Figure 1. Clock routing (run 1).
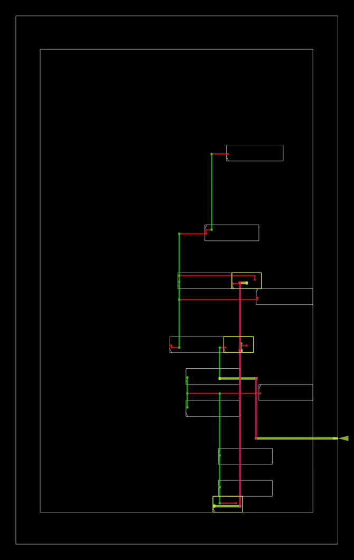
Figure 2. Metal layers overlaid (run 1).
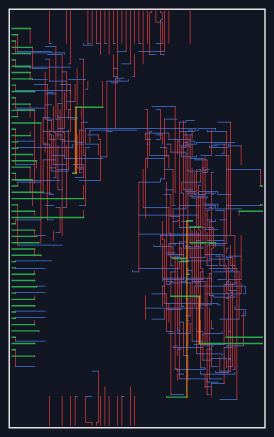
Figure 3. Clock wires, drivers and flops (run 1).
The bar under the picture is 20 um long.
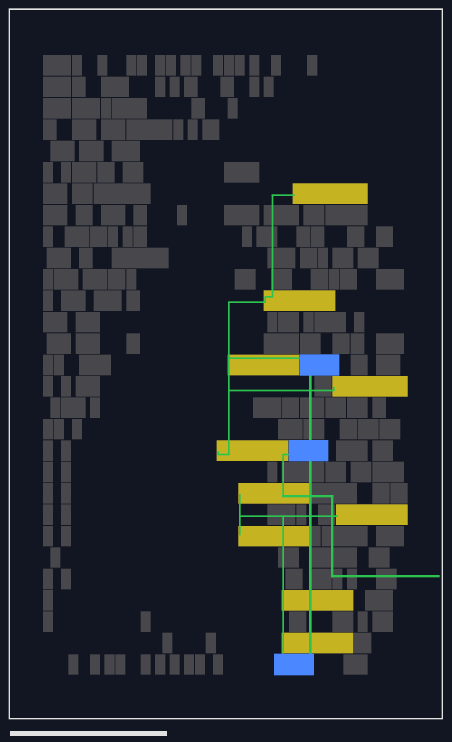
`src/rtl/pipe_hazard_ctrl.sv`:
```
// Stall/flush sequencer for the 5-stage pipeline: load-use, mispredict and MEM wait handling.
// Optional performance counters are built when HAZARD_PERF_CNT_EN is defined.
module pipe_hazard_ctrl #(
  parameter int MEM_TIMEOUT = 16,
  parameter int CNT_W       = 32
) (
  input  logic             i_clk,
  input  logic             i_reset,
  input  logic [4:0]       i_id_rs1_addr,
  input  logic [4:0]       i_id_rs2_addr,
  input  logic             i_id_rs1_used,
  input  logic             i_id_rs2_used,
  input  logic [4:0]       i_ex_rd_addr,
  input  logic             i_ex_mem_ren,
  input  logic             i_ex_mispred,
  input  logic             i_mem_req,
  input  logic             i_mem_ack,
  output logic             o_pc_en,
  output logic             o_ifid_en,
  output logic             o_ifid_flush,
  output logic             o_idex_en,
  output logic             o_idex_flush,
  output logic             o_exmem_en,
  output logic             o_memwb_flush,
  output logic             o_mem_timeout,
  output logic [CNT_W-1:0] o_stall_cycles,
  output logic [CNT_W-1:0] o_flush_count
);

  typedef enum logic [1:0] {
    FLUSH    = 2'd0,
    RUN      = 2'd1,
    MEM_WAIT = 2'd2
  } state_t;

  state_t     state_q, state_d;
  logic [7:0] wait_cnt_q, wait_cnt_d;
  logic       load_use;
  logic       timeout_hit;
  logic       flush_sel;
  logic       stall_sel;

  assign load_use = i_ex_mem_ren && (i_ex_rd_addr != 5'd0) &&
                    ((i_id_rs1_used && (i_id_rs1_addr == i_ex_rd_addr)) ||
                     (i_id_rs2_used && (i_id_rs2_addr == i_ex_rd_addr)));

  // wait_cnt_q counts stall cycles already spent; this cycle would be the next one
  assign timeout_hit = (({1'b0, wait_cnt_q} + 9'd1) >= 9'(MEM_TIMEOUT));

  always_ff @(posedge i_clk or negedge i_reset) begin
    if (!i_reset) begin
      state_q    <= FLUSH;
      wait_cnt_q <= '0;
    end else begin
      state_q    <= state_d;
      wait_cnt_q <= wait_cnt_d;
    end
  end

  always_comb begin
    state_d       = state_q;
    wait_cnt_d    = wait_cnt_q;
    flush_sel     = 1'b0;
    stall_sel     = 1'b0;
    o_pc_en       = 1'b1;
    o_ifid_en     = 1'b1;
    o_ifid_flush  = 1'b0;
    o_idex_en     = 1'b1;
    o_idex_flush  = 1'b0;
    o_exmem_en    = 1'b1;
    o_memwb_flush = 1'b0;
    o_mem_timeout = 1'b0;

    case (state_q)
      FLUSH: begin
        flush_sel = 1'b1;
        state_d   = RUN;
      end
      RUN: begin
        if (i_mem_req && !i_mem_ack) begin
          stall_sel  = 1'b1;
          state_d    = MEM_WAIT;
          wait_cnt_d = 8'd1;
        end
      end
      MEM_WAIT: begin
        if (i_mem_ack) begin
          state_d = RUN;
        end else if (timeout_hit) begin
          state_d       = RUN;
          o_mem_timeout = 1'b1;
        end else begin
          stall_sel  = 1'b1;
          wait_cnt_d = wait_cnt_q + 8'd1;
        end
      end
      default: begin
        flush_sel = 1'b1;
        state_d   = FLUSH;
      end
    endcase

    // A pending mispredict is held in EX during a stall and serviced on release
    if (flush_sel) begin
      o_pc_en       = 1'b0;
      o_ifid_en     = 1'b0;
      o_idex_en     = 1'b0;
      o_exmem_en    = 1'b0;
      o_ifid_flush  = 1'b1;
      o_idex_flush  = 1'b1;
      o_memwb_flush = 1'b1;
    end else if (stall_sel) begin
      o_pc_en       = 1'b0;
      o_ifid_en     = 1'b0;
      o_idex_en     = 1'b0;
      o_exmem_en    = 1'b0;
      o_memwb_flush = 1'b1;
    end else if (i_ex_mispred) begin
      o_ifid_flush  = 1'b1;
      o_idex_flush  = 1'b1;
    end else if (load_use) begin
      o_pc_en       = 1'b0;
      o_ifid_en     = 1'b0;
      o_idex_flush  = 1'b1;
    end
  end

`ifdef HAZARD_PERF_CNT_EN
  logic [CNT_W-1:0] stall_cnt_q;
  logic [CNT_W-1:0] flush_cnt_q;

  // Outside FLUSH, ifid_flush is only ever raised by a mispredict
  always_ff @(posedge i_clk or negedge i_reset) begin
    if (!i_reset) begin
      stall_cnt_q <= '0;
      flush_cnt_q <= '0;
    end else begin
      if (!o_pc_en && (state_q != FLUSH) && (stall_cnt_q != '1))
        stall_cnt_q <= stall_cnt_q + CNT_W'(1);
      if (o_ifid_flush && (state_q != FLUSH) && (flush_cnt_q != '1))
        flush_cnt_q <= flush_cnt_q + CNT_W'(1);
    end
  end

  assign o_stall_cycles = stall_cnt_q;
  assign o_flush_count  = flush_cnt_q;
`else
  assign o_stall_cycles = '0;
  assign o_flush_count  = '0;
`endif

endmodule
```
`config.mk`:
```
export PLATFORM = sky130hd
export DESIGN_NAME = pipe_hazard_ctrl
export DESIGN_NICKNAME = d
export VERILOG_FILES = /design/src/rtl/pipe_hazard_ctrl.sv
export SDC_FILE = /design/constraint.sdc
export NUM_CORES = 1
export LEC_CHECK = 0
export CORE_ASPECT_RATIO = 1.75
export CORE_MARGIN = 4
export CORE_UTILIZATION = 35
export DETAILED_ROUTE_END_ITERATION = 8
export PLACE_DENSITY = 0.81
export SETUP_SLACK_MARGIN = 0.05
export SLEW_MARGIN = 20
export SYNTH_ARGS = -nofsm -noshare
export SYNTH_HDL_FRONTEND = slang
export SYNTH_SLANG_ARGS = --single-unit
export TNS_END_PERCENT = 50
```
`constraint.sdc`:
```
create_clock -name i_clk -period 2.4 [get_ports i_clk]
set_input_delay 0.48 -clock i_clk [delete_from_list [all_inputs] [get_ports i_clk]]
set_output_delay 0.48 -clock i_clk [all_outputs]
set_load 0.01 [all_outputs]
```
==> results_slide.txt, run 1 <==
Flow Results at a Glance

Clock tree
  – Clock tree root driver cell: sky130_fd_sc_hd__clkbuf_8
  – Number of buffers inserted for hold repair after clock tree synthesis: 0
  – Clk slew on worst S/H paths: 50 ps

Route
  – DRC violation count after routing: 0
  – Amount of wire on met3 after detailed routing: 254 um
  – Total routed wire length on the met1 layer: 932 um
  – Vias per cell: 4.163
  – Number of antenna-violating nets in the routed design: 0

Yosys
  – Count of library flops with an enable pin: 0
  – Sequential-to-total area share from yosys stat: 18.60%
  – Count of synthesis-stage warnings from yosys: 0
  – Most common cell in the netlist: sky130_fd_sc_hd__buf_4
  – Gate count after technology mapping: 159
  – Yosys Chip Area: 1345 um2
  – Post-Syn Area: 1345 um2
  – Dominant kind of combinational cell: buffers and inverters
  – Yosys top cell by area: sky130_fd_sc_hd__buf_4
  – Aoi share: 11.81%
  – Basic Gates by Area: 15.63%
  – Yosys xor share: 8.465%
  – Most used standard cells in the synthesized netlist: sky130_fd_sc_hd__buf_4, sky130_fd_sc_hd__dfrtp_1, sky130_fd_sc_hd__nand2_1, sky130_fd_sc_hd__xor2_1, sky130_fd_sc_hd__and2_1
  – Average footprint of a synthesized cell: 8.459 um2

GRT
  – Via count of the first global-routing pass: 1071
  – Global route overflow: 0
  – Maximum number of pins on one net before global-route repair: 11
  – Met3 Resource Use GR: 1.987%
  – Met2 usage in global routing: 24.11%
  – Global-route met1 utilization: 9.137%
  – Wire length of the first global-routing pass: 4367 um

Cells and area
  – Signal inverters: 5
  – Multi-input logic portion of the cell area: 53.13%
  – Registers with the highest flip-flop counts: wait_cnt_q (8), state_q (2)
  – Net count of the finished layout: 236
  – Most common logic cells in the final layout: sky130_fd_sc_hd__conb_1, sky130_fd_sc_hd__buf_4, sky130_fd_sc_hd__dlygate4sd2_1, sky130_fd_sc_hd__clkdlybuf4s50_1
  – Final sequential cell count: 10
  – Non-clock buffer instance count of the final layout: 48
  – Flip-flop count of the largest register after layout: 8
  – Area added between synthesis and finish: 20.28%
  – Final Cell Area: 1618 um2
  – Share of the final layout cell area in sequential cells: 15.62%
  – Non-clock buffer contribution to total cell area: 23.98%
  – Fraction of area in clock buffers and inverters: 2.552%
  – Sequential Area: 252.7 um2
  – Number of cells in the finished layout apart from fillers: 252
  – Most numerous logic cell after layout: sky130_fd_sc_hd__conb_1
  – Filler instances: 377
  – Multi-input combinational cell count: 140

Place
  – Post-detailed-placement cell area: 1570 um2
  – Number of input and output port buffers inserted: 30
  – Placement Setup Slack: -726.8 ps

Critical path
  – Worst path top cell family by delay: AND-OR/OR-AND gates
  – Critical setup path kind: register to output port
  – Total stage count of the critical path: 8
  – Kind of capture point of the worst setup path: output port
  – Critical path data arrival time: 2050 ps
  – Worst r2r dst: wait_cnt_q[3]
  – Worst Path Max Fanout: 5

Power
  – Combinational share of power: 65.0%
  – Cell internal pwr: 0.6974 mW
  – Power in combinational cells: 0.815 mW
  – Overall power consumption: 1.255 mW
  – Cell Pwr Density: 775.8 nW/um2
  – Sequential Power: 0.264 mW
  – Peak ir drop on the vdd network: 371.0 uV

Hold path
  – Endpoint of the worst hold-timing path: wait_cnt_q[4]
  – HP Class: register to register
  – Cell count of the worst hold path: 1

Final timing
  – Final tally of setup violations: 7
  – Post-layout worst setup margin: -130.5 ps
  – Number of max-slew violations in the final report: 0
  – Max Fclk: 395.2 MHz
  – RSZ-0062 raised after global routing: yes

Job
  – Total number of warnings across the stage logs: 31
  – Reported max-cap violation count: 0

Die
  – Chip area: 4938 um2
  – Die outline height: 90.01 um
  – Die W: 54.86 um

Run status
  – Violated checks: setup timing
  – Run status: finished with violations
Notes on Figure 1 above:
number of buffers inserted during clock tree synthesis: 3
Clock net power: 0.176 mW
Worst Clk Skew: 7.596 ps
clock net sink count: 10

Notes on Figure 2 above:
Key: blue = met1 [wire length 933 um]; red = met2 [wire length 1890 um]; green = met3 [wire length 255 um]; orange = met4 [wire length 62.6 um]
total number of vias: 1049
routed length per instance: 12.47 um
post-detailed-routing wire length: 3143 um
Global Route Usage Sum: 11.80%

Notes on Figure 3 above:
Key: yellow = flip-flops [count 10]; green = clock wires [length 194 um]; blue = cells driving clock nets [count 3]
There are 4 routed clock nets.
Clk Latency, worst-skew pair: 240 ps
Clk network pwr share: 14.0%

Figure 4. Gate-type map (run 1).
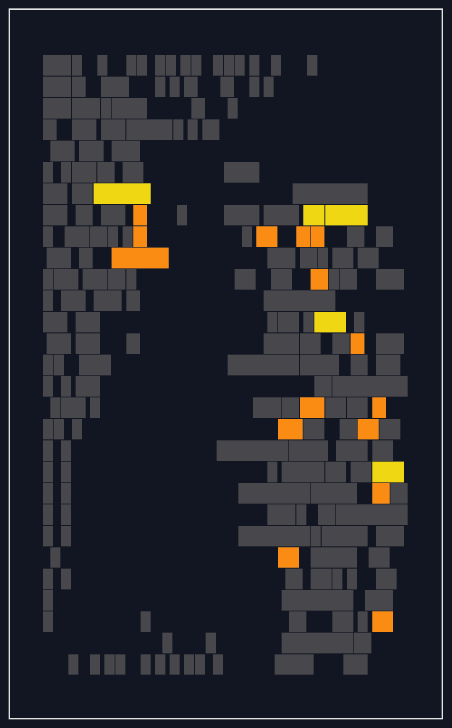

--- run 2 (diff from run 1) ---
--- a/config.mk
+++ b/config.mk
@@ -9,10 +9,9 @@
 export CORE_MARGIN = 4
 export CORE_UTILIZATION = 35
 export DETAILED_ROUTE_END_ITERATION = 8
-export PLACE_DENSITY = 0.81
+export DONT_BUFFER_PORTS = 1
 export SETUP_SLACK_MARGIN = 0.05
 export SLEW_MARGIN = 20
 export SYNTH_ARGS = -nofsm -noshare
 export SYNTH_HDL_FRONTEND = slang
 export SYNTH_SLANG_ARGS = --single-unit
-export TNS_END_PERCENT = 50
Figure 5. Gate-type map (run 2).
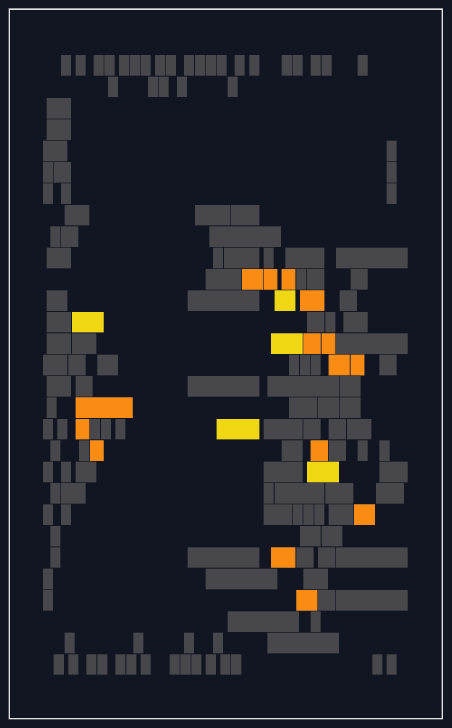
Key: yellow = AND-OR and OR-AND gates [cells 5, most used a41o_2]; orange = inverting AOI/OAI gates [cells 15]
multi-input logic portion of the cell area: 66.41%
number of cells in the finished layout apart from fillers: 212
most numerous logic cell after layout: sky130_fd_sc_hd__conb_1

==> results_slide.txt, run 2 <==
Flow Results at a Glance

Run status
  – Run status: finished with violations
  – Violated checks: setup timing

Power
  – NetSw: 0.5238 mW
  – Overall power consumption: 1.141 mW
  – Power in combinational cells: 0.691 mW
  – Peak ir drop on the vdd network: 343.5 uV
  – Combinational share of power: 60.6%
  – Clk network pwr share: 15.0%
  – Sequential Power: 0.279 mW
  – Cell Pwr Density: 890.2 nW/um2
  – Switching Share: 45.93%
  – Clock net power: 0.171 mW
  – Cell internal pwr: 0.6167 mW

Job
  – Reported max-cap violation count: 0
  – Total number of warnings across the stage logs: 31

Yosys
  – Most common cell in the netlist: sky130_fd_sc_hd__buf_4
  – Aoi share: 11.81%
  – Register bit total from synthesis: 10
  – Count of library flops with an enable pin: 0
  – Yosys top cell by area: sky130_fd_sc_hd__buf_4
  – Gate count after technology mapping: 159
  – Basic Gates by Area: 15.63%
  – Most used standard cells in the synthesized netlist: sky130_fd_sc_hd__buf_4, sky130_fd_sc_hd__dfrtp_1, sky130_fd_sc_hd__nand2_1, sky130_fd_sc_hd__xor2_1, sky130_fd_sc_hd__and2_1
  – Yosys Chip Area: 1345 um2
  – Post-Syn Area: 1345 um2
  – Count of synthesis-stage warnings from yosys: 0
  – Dominant kind of combinational cell: buffers and inverters
  – Sequential-to-total area share from yosys stat: 18.60%
  – Yosys xor share: 8.465%

Cells and area
  – Registers with the highest flip-flop counts: wait_cnt_q (8), state_q (2)
  – Net count of the finished layout: 196
  – Most common logic cells in the final layout: sky130_fd_sc_hd__conb_1, sky130_fd_sc_hd__dfrtp_1, sky130_fd_sc_hd__nand2_1, sky130_fd_sc_hd__xor2_1, sky130_fd_sc_hd__buf_4
  – Multi-input combinational cell count: 140
  – Sequential Area: 250.2 um2
  – Final Cell Area: 1281 um2
  – Fraction of area in clock buffers and inverters: 3.223%
  – Flip-flop count of the largest register after layout: 8
  – Non-clock buffer instance count of the final layout: 8
  – Signal inverters: 5
  – Non-clock buffer contribution to total cell area: 4.883%
  – Area added between synthesis and finish: -4.744%
  – Share of the final layout cell area in sequential cells: 19.53%
  – Filler instances: 397

Die
  – Die W: 54.86 um
  – Chip area: 4938 um2
  – Die outline height: 90.01 um
  – Core utilization at floorplan: 36.70%

GRT
  – Via count of the first global-routing pass: 898
  – Wire length of the first global-routing pass: 3884 um
  – Global-route met1 utilization: 8.375%
  – Global Route Usage Sum: 10.71%
  – Met3 Resource Use GR: 2.318%
  – Global route overflow: 0
  – Met2 usage in global routing: 20.26%

Final timing
  – Post-layout worst setup margin: -10.01 ps
  – Number of max-slew violations in the final report: 0
  – RSZ-0062 raised after global routing: yes
  – Max Fclk: 414.9 MHz
  – Min Clock Period, post-route: 2410 ps
  – Worst Clk Skew: 3.054 ps
  – Final tally of setup violations: 2

Route
  – Routed length per instance: 12.27 um
  – Highest routed metal layer: met4
  – Amount of wire on met3 after detailed routing: 245 um
  – Post-detailed-routing wire length: 2601 um
  – Number of antenna-violating nets in the routed design: 0
  – DRC violation count after routing: 0
  – Vias per cell: 4.113
  – Total number of vias: 872

Place
  – Placement Setup Slack: 195.2 ps
  – Post-detailed-placement cell area: 1165 um2
  – Number of input and output port buffers inserted: 0

Clock tree
  – Clk slew on worst S/H paths: 50 ps
  – Clock net sink count: 10
  – Number of buffers inserted during clock tree synthesis: 3
  – Number of buffers inserted for hold repair after clock tree synthesis: 1
  – Clock tree root driver cell: sky130_fd_sc_hd__clkbuf_8
  – Postcts setup bufs: 3
  – CTS H-Tree Depth: 1

Critical path
  – Kind of capture point of the worst setup path: output port
  – Total stage count of the critical path: 7
  – Worst path top cell family by delay: AND-OR/OR-AND gates
  – Critical path data arrival time: 1930 ps
  – Worst Path Max Fanout: 5

Hold path
  – HP Class: register to register
  – Endpoint of the worst hold-timing path: wait_cnt_q[7]
Figure 6. Clock routing (run 2).
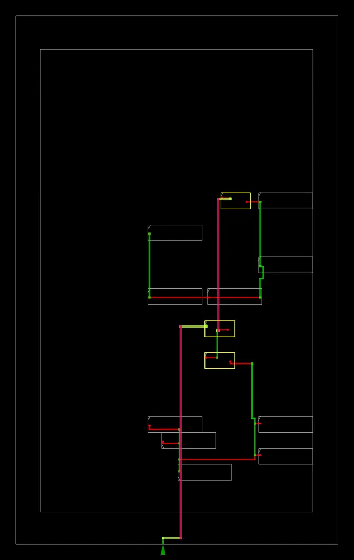
final sequential cell count: 10
Clk Latency, worst-skew pair: 230 ps
count of clock-net buffers in the final layout: 3

Figure 7. Nets reached from selected ports (run 2).
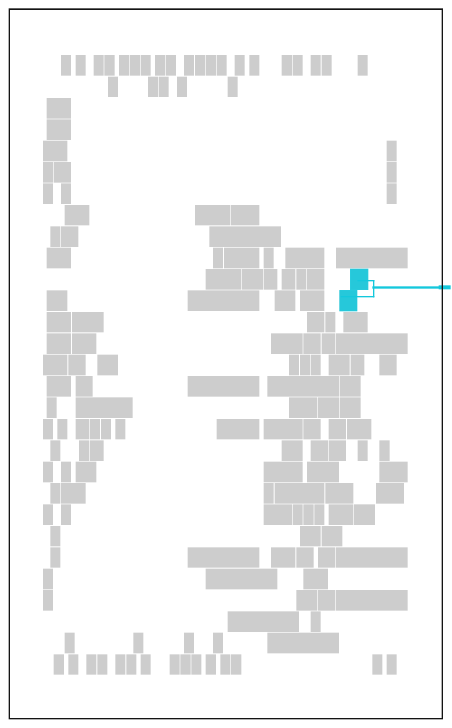

--- run 3 (diff from run 2) ---
--- a/config.mk
+++ b/config.mk
@@ -6,8 +6,9 @@
 export NUM_CORES = 1
 export LEC_CHECK = 0
 export CORE_ASPECT_RATIO = 1.75
-export CORE_MARGIN = 4
+export CORE_MARGIN = 5
 export CORE_UTILIZATION = 35
+export CTS_CLUSTER_SIZE = 12
 export DETAILED_ROUTE_END_ITERATION = 8
 export DONT_BUFFER_PORTS = 1
 export SETUP_SLACK_MARGIN = 0.05
@@ -15,3 +16,4 @@
 export SYNTH_ARGS = -nofsm -noshare
 export SYNTH_HDL_FRONTEND = slang
 export SYNTH_SLANG_ARGS = --single-unit
+export TNS_END_PERCENT = 30
Figure 8. Nets reached from selected ports (run 3).
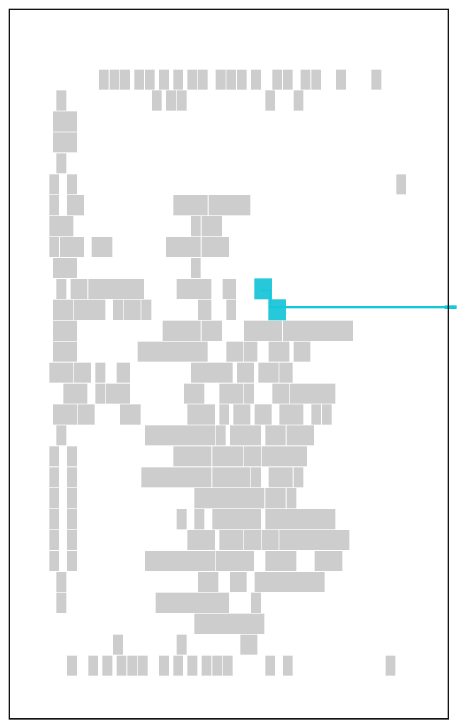
Key: cyan = i_mem_req [bits 1, direction input, edge east, end cells 2, buffers 0, wire 26.1 um]
number of input and output port buffers inserted: 0
Boundary Pins: 95

Figure 9. Gate-type map (run 3).
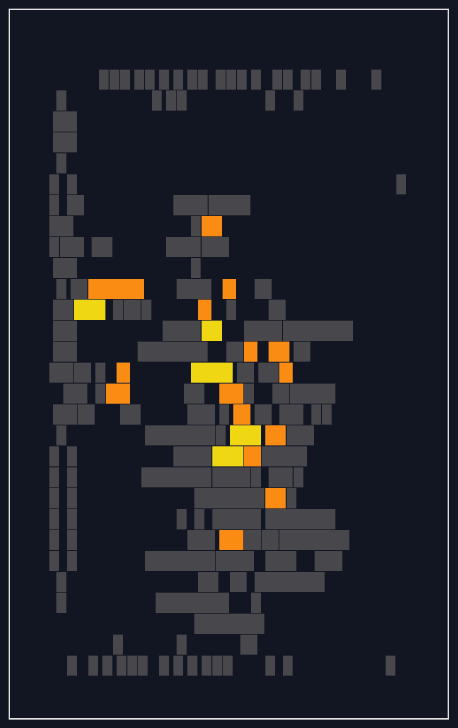
multi-input logic portion of the cell area: 66.47%
number of cells in the finished layout apart from fillers: 211

==> results_slide.txt, run 3 <==
Flow Results at a Glance

Critical path
  – Kind of capture point of the worst setup path: output port
  – Worst path top cell family by delay: AND-OR/OR-AND gates
  – Total stage count of the critical path: 7
  – Critical path data arrival time: 1950 ps
  – Critical Path Start Type: register
  – Critical setup path kind: register to output port
  – Worst r2r dst: wait_cnt_q[3]
  – Worst Path Max Fanout: 5

Job
  – Reported max-cap violation count: 0
  – Total number of warnings across the stage logs: 31

Yosys
  – Yosys top cell by area: sky130_fd_sc_hd__buf_4
  – Register bit total from synthesis: 10
  – Aoi share: 11.81%
  – Yosys xor share: 8.465%
  – Count of library flops with an enable pin: 0
  – Sequential-to-total area share from yosys stat: 18.60%
  – Most used standard cells in the synthesized netlist: sky130_fd_sc_hd__buf_4, sky130_fd_sc_hd__dfrtp_1, sky130_fd_sc_hd__nand2_1, sky130_fd_sc_hd__xor2_1, sky130_fd_sc_hd__and2_1
  – Most common cell in the netlist: sky130_fd_sc_hd__buf_4
  – Post-Syn Area: 1345 um2
  – Dominant kind of combinational cell: buffers and inverters
  – Count of synthesis-stage warnings from yosys: 0
  – Yosys Chip Area: 1345 um2
  – Average footprint of a synthesized cell: 8.459 um2
  – Basic Gates by Area: 15.63%
  – Gate count after technology mapping: 159

Cells and area
  – Filler instances: 394
  – Fraction of area in clock buffers and inverters: 4.251%
  – Final sequential cell count: 10
  – Share of the final layout cell area in sequential cells: 19.42%
  – Signal inverters: 5
  – Non-clock buffer instance count of the final layout: 6
  – Non-clock buffer contribution to total cell area: 3.961%
  – Count of clock-net buffers in the final layout: 4
  – Registers with the highest flip-flop counts: wait_cnt_q (8), state_q (2)
  – Most common logic cells in the final layout: sky130_fd_sc_hd__conb_1, sky130_fd_sc_hd__dfrtp_1, sky130_fd_sc_hd__nand2_1, sky130_fd_sc_hd__xor2_1, sky130_fd_sc_hd__and2_1
  – Sequential Area: 251.5 um2
  – Multi-input combinational cell count: 140
  – Final Cell Area: 1295 um2
  – Most numerous logic cell after layout: sky130_fd_sc_hd__conb_1

Hold path
  – Cell count of the worst hold path: 3
  – HP Class: primary input to register
  – Endpoint of the worst hold-timing path: state_q[1]

GRT
  – Global Route Usage Sum: 9.471%
  – Met2 usage in global routing: 17.66%
  – Global route overflow: 0
  – Met3 Resource Use GR: 3.371%
  – Wire length of the first global-routing pass: 3939 um
  – Global-route met1 utilization: 8.262%
  – Via count of the first global-routing pass: 878

Clock tree
  – Clk Latency, worst-skew pair: 240 ps
  – Clk slew on worst S/H paths: 50 ps
  – CTS H-Tree Depth: 1
  – Clock net sink count: 10
  – Number of buffers inserted for hold repair after clock tree synthesis: 1
  – Clock tree root driver cell: sky130_fd_sc_hd__clkbuf_8
  – Number of buffers inserted during clock tree synthesis: 3
  – Postcts setup bufs: 0

Final timing
  – Worst Clk Skew: 0.5952 ps
  – Post-layout worst setup margin: -27.32 ps
  – RSZ-0062 raised after global routing: yes
  – Final tally of setup violations: 2
  – Number of max-slew violations in the final report: 0

Power
  – NetSw: 0.5104 mW
  – Sequential Power: 0.279 mW
  – Clk network pwr share: 18.6%
  – Overall power consumption: 1.139 mW
  – Clock net power: 0.212 mW
  – Combinational share of power: 56.9%
  – Cell Pwr Density: 879.3 nW/um2
  – Switching Share: 44.83%
  – Peak ir drop on the vdd network: 412.7 uV
  – Cell internal pwr: 0.6283 mW
  – Power in combinational cells: 0.647 mW

Route
  – Highest routed metal layer: met4
  – Routed length per instance: 12.53 um
  – Total number of vias: 881
  – Post-detailed-routing wire length: 2643 um
  – Vias per cell: 4.175
  – Number of antenna-violating nets in the routed design: 0
  – Amount of wire on met3 after detailed routing: 301 um

Die
  – Die outline height: 92.01 um
  – Die W: 56.86 um
  – Chip area: 5231 um2
  – Core utilization at floorplan: 36.70%

Run status
  – Violated checks: setup timing
  – Run status: finished with violations

Place
  – Placement Setup Slack: 221.4 ps
  – Post-detailed-placement cell area: 1165 um2
Power figures rest on the tool's default switching activity, not on a simulated workload.
